[src/rtl/fp_recode_pkg.sv]
// Shared types and helpers for the IEEE recode pipeline.
// Class flags are one-hot apart from snan, which always rides with nan.
package fp_recode_pkg;

    typedef struct packed {
        logic nan;
        logic snan;
        logic inf;
        logic zero;
        logic normal;
        logic subnormal;
    } fp_flags_t;

    localparam fp_flags_t CLS_NONE   = 6'b000000;
    localparam fp_flags_t CLS_QNAN   = 6'b100000;
    localparam fp_flags_t CLS_SNAN   = 6'b110000;
    localparam fp_flags_t CLS_INF    = 6'b001000;
    localparam fp_flags_t CLS_ZERO   = 6'b000100;
    localparam fp_flags_t CLS_NORMAL = 6'b000010;
    localparam fp_flags_t CLS_SUB    = 6'b000001;

    function automatic logic [31:0] exp_all_ones(input int ew);
        return (32'h1 << ew) - 32'h1;
    endfunction

    // FP32 instance of the recoded result; other widths declare the
    // same layout locally from their EXP_W/FRAC_W.
    typedef struct packed {
        logic      sign;
        logic [8:0] exp;
        logic [23:0] sig;
        fp_flags_t flags;
    } fp32_rec_t;

endpackage

[src/rtl/fp_lzc.sv]
// Combinational leading-zero counter; all-zero input yields W.
module fp_lzc #(
    parameter int W  = 23,
    parameter int CW = $clog2(W + 1)
) (
    input  logic [W-1:0]  data,
    output logic [CW-1:0] count
);

    // Upward scan: the highest set bit writes last and wins.
    always_comb begin
        count = CW'(W);
        for (int i = 0; i < W; i++) begin
            if (data[i]) count = CW'(W - 1 - i);
        end
    end

endmodule

[src/rtl/fp_recode_pipe.sv]
// Two-stage IEEE classify/recode pipeline with valid/ready on both sides.
// Stage 1 classifies and counts zeros, stage 2 recodes and holds output.
module fp_recode_pipe
    import fp_recode_pkg::*;
#(
    parameter int EXP_W  = 8,
    parameter int FRAC_W = 23,
    parameter int W      = EXP_W + FRAC_W + 1,
    parameter int BIAS   = (1 << (EXP_W - 1)) - 1
) (
    input  logic              clk,
    input  logic              rst_n,
    input  logic              in_valid,
    output logic              in_ready,
    input  logic [W-1:0]      in_fp,
    output logic              out_valid,
    input  logic              out_ready,
    output logic              out_sign,
    output logic [EXP_W:0]    out_exp,
    output logic [FRAC_W:0]   out_sig,
    output logic              out_is_nan,
    output logic              out_is_snan,
    output logic              out_is_inf,
    output logic              out_is_zero,
    output logic              out_is_normal,
    output logic              out_is_subnormal,
    input  logic              clr_sticky,
    output logic              snan_sticky
);

    localparam int LZ_W = $clog2(FRAC_W + 1);
    localparam int XW   = EXP_W + 1;

    typedef struct packed {
        logic              sign;
        logic [EXP_W:0]    exp;
        logic [FRAC_W:0]   sig;
        fp_flags_t         flags;
    } rec_t;

    logic              in_sign;
    logic [EXP_W-1:0]  in_exp;
    logic [FRAC_W-1:0] in_frac;
    logic [LZ_W-1:0]   in_lz;
    fp_flags_t         in_cls;
    logic              exp_zero;
    logic              exp_ones;
    logic              frac_zero;

    logic              s1_valid;
    logic              s1_sign;
    logic [EXP_W-1:0]  s1_exp;
    logic [FRAC_W-1:0] s1_frac;
    logic [LZ_W-1:0]   s1_lz;
    fp_flags_t         s1_cls;

    logic              s1_adv;
    logic              s2_adv;
    logic              s2_valid;
    rec_t              rec;
    rec_t              out_q;

    assign {in_sign, in_exp, in_frac} = in_fp;

    fp_lzc #(.W(FRAC_W)) u_lzc (
        .data  (in_frac),
        .count (in_lz)
    );

    assign s2_adv   = !s2_valid || out_ready;
    assign s1_adv   = !s1_valid || s2_adv;
    assign in_ready = s1_adv;

    always_comb begin
        exp_zero  = (in_exp == '0);
        exp_ones  = (in_exp == EXP_W'(exp_all_ones(EXP_W)));
        frac_zero = (in_frac == '0);
        in_cls    = CLS_NORMAL;
        unique case (1'b1)
            exp_zero && frac_zero:  in_cls = CLS_ZERO;
            exp_zero && !frac_zero: in_cls = CLS_SUB;
            exp_ones && frac_zero:  in_cls = CLS_INF;
            exp_ones && !frac_zero && !in_frac[FRAC_W-1]:
                in_cls = CLS_SNAN;
            exp_ones && !frac_zero && in_frac[FRAC_W-1]:
                in_cls = CLS_QNAN;
            default: in_cls = CLS_NORMAL;
        endcase
    end

    always_ff @(posedge clk or negedge rst_n) begin
        if (!rst_n) begin
            s1_valid <= 1'b0;
            s1_sign  <= 1'b0;
            s1_exp   <= '0;
            s1_frac  <= '0;
            s1_lz    <= '0;
            s1_cls   <= CLS_NONE;
        end else if (s1_adv) begin
            s1_valid <= in_valid;
            if (in_valid) begin
                s1_sign <= in_sign;
                s1_exp  <= in_exp;
                s1_frac <= in_frac;
                s1_lz   <= in_lz;
                s1_cls  <= in_cls;
            end
        end
    end

    // Subnormals: shifting past the leading zeros plus the hidden
    // position lands the first set bit on sig[FRAC_W].
    always_comb begin
        rec       = '0;
        rec.sign  = s1_sign;
        rec.flags = s1_cls;
        unique case (1'b1)
            s1_cls.normal: begin
                rec.exp = {1'b0, s1_exp} - XW'(BIAS);
                rec.sig = {1'b1, s1_frac};
            end
            s1_cls.subnormal: begin
                rec.exp = -XW'(BIAS) - XW'(s1_lz);
                rec.sig = {s1_frac, 1'b0} << s1_lz;
            end
            s1_cls.nan: rec.sig = {1'b0, s1_frac};
            default: ;
        endcase
    end

    always_ff @(posedge clk or negedge rst_n) begin
        if (!rst_n) begin
            s2_valid <= 1'b0;
            out_q    <= '0;
        end else if (s2_adv) begin
            s2_valid <= s1_valid;
            if (s1_valid) out_q <= rec;
        end
    end

    always_ff @(posedge clk or negedge rst_n) begin
        if (!rst_n) begin
            snan_sticky <= 1'b0;
        end else if (s2_valid && out_ready && out_q.flags.snan) begin
            snan_sticky <= 1'b1;
        end else if (clr_sticky) begin
            snan_sticky <= 1'b0;
        end
    end

    assign out_valid        = s2_valid;
    assign out_sign         = out_q.sign;
    assign out_exp          = out_q.exp;
    assign out_sig          = out_q.sig;
    assign out_is_nan       = out_q.flags.nan;
    assign out_is_snan      = out_q.flags.snan;
    assign out_is_inf       = out_q.flags.inf;
    assign out_is_zero      = out_q.flags.zero;
    assign out_is_normal    = out_q.flags.normal;
    assign out_is_subnormal = out_q.flags.subnormal;

endmodule

[config.mk]
export PLATFORM = sky130hd
export DESIGN_NAME = fp_recode_pipe
export DESIGN_NICKNAME = d
export VERILOG_FILES = /design/src/rtl/fp_recode_pkg.sv /design/src/rtl/fp_lzc.sv /design/src/rtl/fp_recode_pipe.sv
export SDC_FILE = /design/constraint.sdc
export NUM_CORES = 1
export LEC_CHECK = 0
export CAP_MARGIN = 10
export CORE_MARGIN = 4
export CORE_UTILIZATION = 50
export DETAILED_ROUTE_END_ITERATION = 12
export GPL_TIMING_DRIVEN = 0
export PLACE_DENSITY_LB_ADDON = 0.08
export SLEW_MARGIN = 40
export SYNTH_ARGS = -nofsm -noshare
export SYNTH_HDL_FRONTEND = slang
export SYNTH_SLANG_ARGS = --single-unit
export TNS_END_PERCENT = 50
[constraint.sdc]
create_clock -name clk -period 2.3 [get_ports clk]
set_clock_uncertainty 0.05 [all_clocks]
set_input_delay 0.575 -clock clk [delete_from_list [all_inputs] [get_ports clk]]
set_output_delay 0.575 -clock clk [all_outputs]
set_load 0.05 [all_outputs]
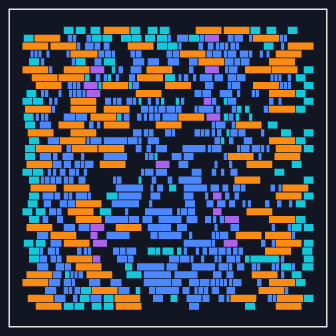
Fig. 1. Cells colored by class.
- orange: registers (cells 86; share of their area 35%)
- cyan: remaining buffers and delay cells (cells 112; share of their area 16%)
- blue: remaining logic cells (cells 391; share of their area 45%)
- purple: clock drivers and dummy loads (cells 16; share of their area 3.1%)
post-route design area: 6291 um2
fraction of area in registers: 0.3423
site row count: 36
utilization after layout: 0.6377
core box area: 9864 um2

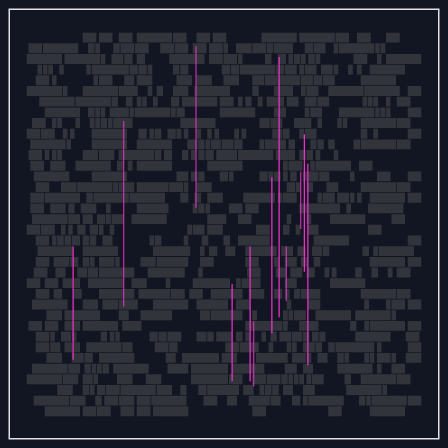
Fig. 2. The metal 4 layer.
- main direction: vertical
- wire length on this layer: 410 um
- longest straight run: 66.0 um
- nets with wire on the layer: 11

==> results.json <==
{
  "result_of_the_run": "finished, final reports clean",
  "htree_levels": 3,
  "chipArea_um2": 11890,
  "path_depth": 3,
  "worstMarginPinSlew_ns": 0.8641,
  "path_class": "in2out",
  "die.size.x_um": 109.0,
  "fillers": 813,
  "yosysChipArea_um2": 5104,
  "cellPowerDensity_nw_per_um2": 795.7,
  "hpwl_um": 11660,
  "grt.total_usage": 0.2647,
  "holdBufCountCts": 0,
  "worstPathRequired_ns": 1.67,
  "ys_cells": 510,
  "io-pin-count": 80,
  "xor_share": 0.01373,
  "antenna_cells_inserted": 0,
  "gp_routability_congestion": 0.9484,
  "average_cell_area_after_synthesis_um2": 10.01,
  "tool_warnings": 26,
  "timing.critical_path.to": "in_ready",
  "vias_per_cell": 6.114,
  "grt_overflow": 0,
  "worst_setup_path_startpoint": "out_ready",
  "timing.critical_path.from_type": "input port",
  "grt_antenna_before_repair": 0,
  "p_leak_nw": 2.571,
  "global_route.usage.met1": 0.3782,
  "use_met3": 0.03375,
  "number_of_enable_type_register_cells_in_the_synthesized_netlist": 0,
  "reg2regPathDepth": 5,
  "power.clock.fraction": 0.207
}
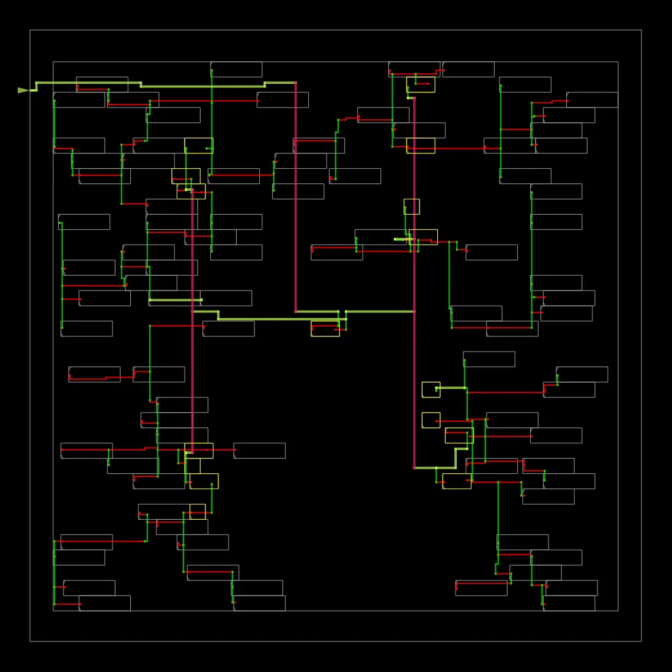
Fig. 3. Clock wiring as the flow saved it.
sequential cell count of the final layout: 86
Clock net power: 1.04 mW
TritonCTS sink count: 86
clock latency on the worst-skew pair: 0.37 ns

Yosys cell counts (2+ instances only):
library cell	instances	area, um2
sky130_fd_sc_hd__dfrtp_1	86	2152
sky130_fd_sc_hd__nand2_1	76	285.3
sky130_fd_sc_hd__nor2_1	53	198.9
sky130_fd_sc_hd__mux2_2	31	349.1
sky130_fd_sc_hd__o21ai_0	30	150.1
sky130_fd_sc_hd__mux2i_1	20	200.2
sky130_fd_sc_hd__a21oi_1	18	90.09
sky130_fd_sc_hd__clkbuf_1	18	67.56
sky130_fd_sc_hd__mux4_2	13	292.8
sky130_fd_sc_hd__a221oi_1	12	105.1
sky130_fd_sc_hd__inv_1	10	37.54
sky130_fd_sc_hd__nand3_1	9	45.04
sky130_fd_sc_hd__nor3_1	8	40.04
sky130_fd_sc_hd__mux4_1	7	183.9
sky130_fd_sc_hd__nand2b_1	7	43.79
sky130_fd_sc_hd__and3_1	6	37.54
sky130_fd_sc_hd__buf_2	6	30.03
sky130_fd_sc_hd__nor4_1	6	37.54
sky130_fd_sc_hd__xnor2_1	6	52.55
sky130_fd_sc_hd__a22oi_1	5	37.54
sky130_fd_sc_hd__nand4_1	5	31.28
sky130_fd_sc_hd__nor2b_1	5	31.28
sky130_fd_sc_hd__o22ai_1	5	31.28
sky130_fd_sc_hd__a211oi_1	4	30.03
sky130_fd_sc_hd__a32oi_1	4	35.03
sky130_fd_sc_hd__buf_4	4	30.03
sky130_fd_sc_hd__o31ai_1	4	30.03
sky130_fd_sc_hd__buf_6	3	33.78
sky130_fd_sc_hd__o221ai_1	3	26.28
sky130_fd_sc_hd__or4_1	3	22.52
sky130_fd_sc_hd__a2111oi_2	2	30.03
sky130_fd_sc_hd__a211o_1	2	17.52
sky130_fd_sc_hd__a222oi_1	2	20.02
sky130_fd_sc_hd__a22o_1	2	17.52
sky130_fd_sc_hd__a31oi_1	2	12.51
sky130_fd_sc_hd__and2_1	2	12.51
sky130_fd_sc_hd__and2b_1	2	15.01
sky130_fd_sc_hd__ha_1	2	25.02
sky130_fd_sc_hd__nand3b_1	2	15.01
sky130_fd_sc_hd__o21a_1	2	15.01
sky130_fd_sc_hd__o21ai_1	2	10.01
sky130_fd_sc_hd__o21bai_1	2	15.01
sky130_fd_sc_hd__or2_2	2	12.51
sky130_fd_sc_hd__xor2_1	2	17.52
per-stage QoR:
stage / total power, mW / util / worst slack, ns / instance area [um2]
3_5_place_dp: 3.975 / 0.6175 / -0.4671 / 6091
5_1_grt: 5.243 / 0.6377 / 0.005294 / 6291
6_report: 5.006 / 0.6377 / 0.04795 / 6291
4_1_cts: 5.012 / 0.6374 / 0.01298 / 6287
3_3_place_gp: 3.949 / 0.6145 / -2.725 / 6062
2_1_floorplan: 3.258 / - / 0.04939 / 5105
cell type report:
cell class / count / area, um2 / area share
Multi-Input combinational cell: 379 / 2733 / 0.4344
Sequential cell: 86 / 2153 / 0.3423
Timing Repair Buffer: 80 / 820.8 / 0.1305
Buffer: 32 / 181.4 / 0.02884
Tap cell: 133 / 166.4 / 0.02645
Clock buffer: 11 / 151.4 / 0.02407
Inverter: 12 / 45.04 / 0.007160
Clock inverter: 5 / 40.04 / 0.006364
Power figures rest on the tool's default switching activity, not on a simulated workload.
